**Run 1: routed clock nets over the placement**

The bar under the picture is 20 µm long.
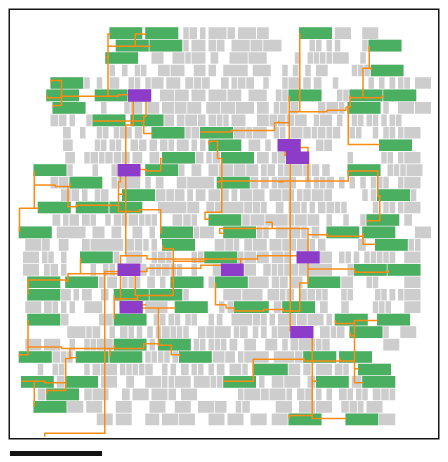
**Run 1: placement by cell class**

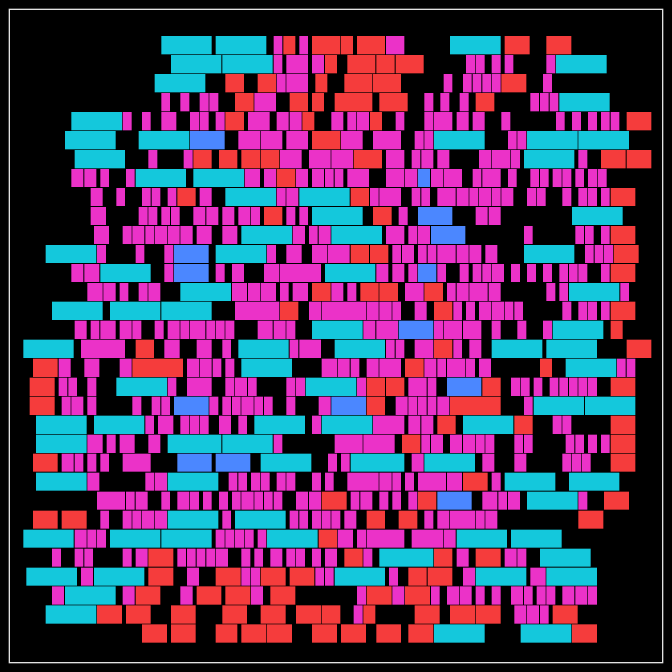
**Run 1: the clock network**

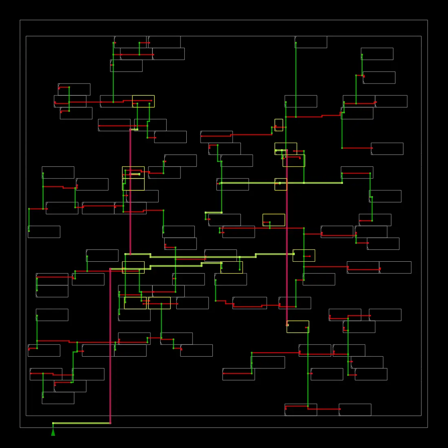
**Run 1: gate-type map**

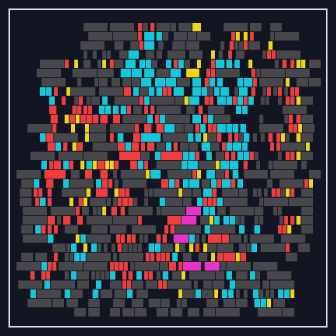
Design d_exec_stage, sky130hd; sources not shown.
==> impl_metrics.tcl, run 1 <==
# metrics dict for downstream scripts
set metrics [dict create \
    status "finished with violations" \
    violations "negative setup slack" \
    hold_class "reg2reg" \
    ioPinCount 72 \
    overflow 0 \
    crit_chain "buf_6, clkinvlp_4, buf_6, buf_6, o21ai_2, a21oi_1, a21oi_1, buf_2" \
    r2r_slack_ps 110 \
    wirelength_um 11900 \
    topCellsByArea "dfxtp_1 (39%), nand2_1 (13%), a21oi_1 (9.6%), nor2_1 (7.9%), o21ai_0 (5.9%)" \
    synth_top_cell_by_area "dfxtp_1" \
    critPathCaptureType "primary output" \
    synth_top_area_share_pct 39.3 \
    cts_buffer_depth 2 \
    cts_root_buffer "clkbuf_8" \
    arrival_ps 1420 \
    power.total_w 0.00460 \
    yosysWarnings 0 \
    worstHoldPathCells 2 \
    reg2reg_depth 9 \
    ctsHoldBuffers 0 \
    yosys_cells 618 \
    p_per_area_nw_per_um2 843 \
    area_growth_pct 30.5 \
    gp_congestion 0.870 \
    finalMaxSlewViolations 0 \
    routedWlPerCell_um 14.6 \
    maxCapViolCount 0 \
    dpl-instance-area_um2 5090 \
    largest_register_ffs 32 \
    setup_viol 8 \
    post-route-period-util_pct 108 \
    place_ws_ps -1050 \
    ys_seq_share_pct 39.3 \
    viasPerCell 5.41 \
    grt_pass1_wl_um 19500 \
    ff_type "dfxtp_1" \
    worst_setup_path_start_kind "input port" \
    lay_top_cells "nand2_1 (149), nor2_1 (88), dfxtp_1 (79)" \
    antennaDiodeCount 0 \
    worst_pin_slew_ps 620 \
    drt_iter0_drc 291 \
    drive_above_1_share_pct 17.3 \
    portBuffers 70 \
    postSynthCellCount 618 \
    slowest_delay_ps 150 \
    warnings 33 \
    die_y_um 93.5 \
    logic_area_um2 2170 \
    antenna_found_initial 0 \
    initCoreUtil_pct 53.0 \
    dieArea_um2 8730 \
    leakage_nw 2.27 \
    seqCellArea_um2 1650 \
    num-nets-final 749 \
    critPathBufInv 5 \
    dp_hpwl_um 8260 \
    ys_chip_area_um2 4180 \
    fmax_ghz 0.462 \
    synth_cell_type_count 25 \
    finalCriticalPeriod_ps 2170 \
    cp_max_fo 3 \
    critical_path_class "in2out" \
    firstDrtPassIters 7 \
    cts_max_level 3 \
    grt_pass1_vias 4114 \
    synth-edff-count 0 \
    finalHoldViolCount 0 \
    synthArstFlopShare_pct 0 \
    ys_ff 82 \
    cts_tree "yes" \
    crit_top_cell "buf_6" \
    fillers 661 \
    cpLargestDelayFamily "buffers and inverters" \
    crit_required_ps 1250 \
    clk_pin_slew_ps 80 \
    worst_slack_ps -166 \
    ant_nets 0 \
]
Notes on 'routed clock nets over the placement' above:
[orange] clock wires | length: 961 µm
[green] flip-flops | count: 82
[purple] clock-net drivers | count: 9
flops lie	spread over the die
routed clock nets	10
Clock Latency Late Sink: 350 ps
P_clk: 0.00112 W

Notes on 'placement by cell class' above:
colour	class	cells
red	remaining buffers and delay cells	123
cyan	registers	82
blue	clock drivers and dummy loads	14
magenta	remaining logic cells	498
Cell Rows: 32
Final Instance Area: 5460 µm²
Util after Layout: 69.2%
total core area: 7890 µm²
flop share of the area: 30.1%

Notes on 'the clock network' above:
CLK BUF: 12
CTS sink cnt: 82
cts bufs inserted: 9

Notes on 'gate-type map' above:
colour	family	cells
magenta	fa/ha/maj cells	5
yellow	inv cells	58
cyan	aoi and oai cells	145
red	nand cells	192
Commonest Layout Cell: nand2_1
Comb/total area: 39.7%

-- run 1: Yosys cell counts (5+ instances only) --
cell type and count:
buf_4 5, o21ai_0 49, dfxtp_1 82, nand3_1 12, nand4_1 21, o211ai_1 16
a21oi_1 80, nor2_1 88, clkbuf_1 12, buf_2 14, ha_1 5, nand2_1 149
inv_1 54
-- run 1: worst register-to-register path, cell delays in order, from the launching register on --
cell	delay, ps
dfxtp_2	340
inv_2	40
buf_4	130
ha_1	250
inv_2	170
nand2_4	230
nand3_2	210
inv_2	90
nor2_1	120
nor2_2	40
-- run 1: power by group --
| group | leakage, nW | switching [W] | internal [W] |
|---|---|---|---|
| combinational | 1.51 | 0.000897 | 0.000640 |
| clock | 0.0903 | 0.000579 | 0.000538 |
| sequential | 0.669 | 0.000134 | 0.00181 |
| total | 2.27 | 0.00161 | 0.00299 |
-- run 1: what timing repair did --
action	4_1_cts	5_1_grt
cloned	1	0
setup buffers	13	1
pin swaps	3	3
resized	76	19
setup endpoints to repair	9	10
-- run 1: final cells by class --
class	count	share of cell area [%]
multi-input combinational	440	39.7
timing repair buffer	123	20.4
tap	102	2.34
clock inverter	2	0.229
inverter	58	4.20
clock buffer	12	3.03
sequential	82	30.1
-- run 1: kinds of logic after synthesis --
family / after synthesis / synth area share, %
fa+ha+maj: 5 / 1.50
buf+inv: 96 / 10.8
simple gates: 289 / 30.1
flops: 82 / 39.3
other cells: 1 / 0.0897
compound gates: 145 / 18.3
-- run 1: metrics by stage --
step	util (%)	setup TNS (ps)	instances
after detailed placement	64.5	-18260	790
after CTS	68.4	-770	818
after global routing	69.2	-1120	819
after floorplan	-	-69.0	618
after global placement	64.5	-16640	790
final	69.2	-822	819
-- run 1: metal layers --
metal / GRT usage [%] / vias up / wire length, µm / share of wire [%]
li1: - / 2195 / - / -
met1: 37.4 / 2012 / 5080 / 43
met2: 47.5 / 191 / 5720 / 48
met3: 4.07 / 32 / 804 / 6.7
met4: 11.0 / 0 / 314 / 2.6
met5: 0 / - / 0 / 0
--- run 2 (diff from run 1) ---
Settings changed: SETUP_SLACK_MARGIN set to 0.02.
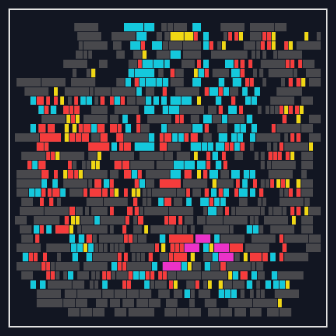
**Above:** run 2 (gate-type map).
colour	family	cells
cyan	aoi and oai cells	145
yellow	inv cells	58
magenta	fa/ha/maj cells	5
red	nand cells	192
Comb/total area: 40.0%
Non-Filler Instances: 819

==> impl_metrics.tcl, run 2 <==
# metrics dict for downstream scripts
set metrics [dict create \
    antennaDiodeCount 0 \
    cts_root_buffer "clkbuf_8" \
    final_area_um2 5540 \
    postSynthCellCount 618 \
    worst_slack_ps -123 \
    portBuffers 70 \
    routedWlPerCell_um 14.4 \
    lay_top_cells "nand2_1 (146), nor2_1 (88), dfxtp_1 (74)" \
    seqCellArea_um2 1650 \
    common_cells "nand2_1 (149), nor2_1 (88), dfxtp_1 (82)" \
    die_y_um 93.5 \
    cts_tree "yes" \
    initCoreUtil_pct 53.0 \
    drive_above_1_share_pct 18.3 \
    clk_latency_ps 350 \
    synth_top_area_share_pct 39.3 \
    finalHoldViolCount 0 \
    fillers 664 \
    setup_viol 8 \
    status "finished with violations" \
    post-route-util_pct 70.2 \
    cp_max_fo 7 \
    core_area_um2 7890 \
    synth_cell_type_count 25 \
    ys_ff 82 \
    synthArstFlopShare_pct 0 \
    leakage_nw 2.32 \
    num-nets-final 747 \
    violations "negative setup slack" \
    worstHoldPathCells 2 \
    ff_type "dfxtp_1" \
    placed_cells 795 \
    grt_pass1_vias 4004 \
    critPathCaptureType "primary output" \
    antenna_found_initial 0 \
    gp_congestion 0.907 \
    topCellsByArea "dfxtp_1 (39%), nand2_1 (13%), a21oi_1 (9.6%), nor2_1 (7.9%), o21ai_0 (5.9%)" \
]
## run 2: report_power, final
part / leakage [nW] / switching, W / internal [W]
registers: 0.672 / 0.000126 / 0.00182
clock network: 0.0910 / 0.000604 / 0.000582
logic: 1.56 / 0.000913 / 0.000657
## run 2: cell families (layout without fill, tap and decap cells)
group                    after synthesis  after routing  share of synthesized area (%)
AND/OR/NAND/NOR                      289            289                           30.1
AND-OR/OR-AND                        145            145                           18.3
buffers and inverters                 96            195                           10.8
flip-flops                            82             82                           39.3
adder cells (fa/ha/maj)                5              5                           1.50
other                                  1              1                         0.0897
## run 2: area by class of cell
type	instances	area share, %
clock buffer	12	2.44
multi-input combinational	440	40.0
inverter	58	4.13
sequential	82	29.8
timing repair buffer	121	20.4
tap	102	2.30
clock inverter	4	0.926
## run 2: critical path: stages
cell and delay (ps):
buf_6 90, clkinvlp_4 70, buf_8 140, buf_6 110, a21oi_4 30, a21oi_2 180, buf_2 140
## run 2: timing repair
action                                  4_1_cts  5_1_grt
gates resized                                83       25
endpoints found under the setup margin        9       33
buffers inserted                              9        0
pin swaps                                     7        2
## run 2: per-layer routing
layer  global-route usage (%)  wire (µm)  up-vias
li1                         -          -     2197
met1                     37.9       5100     1995
met5                        0          0        -
met3                     2.93        847       25
met2                     46.2       5590      182
met4                     9.36        280        0
## run 2: through the flow
step           setup TNS (ps)  total power, W
2_1_floorplan               0         0.00294
3_3_place_gp           -17320         0.00341
3_5_place_dp           -17390         0.00346
4_1_cts                  -529         0.00466
5_1_grt                  -842         0.00497
6_report                 -611         0.00470
Power is estimated from default activity; no workload was simulated.
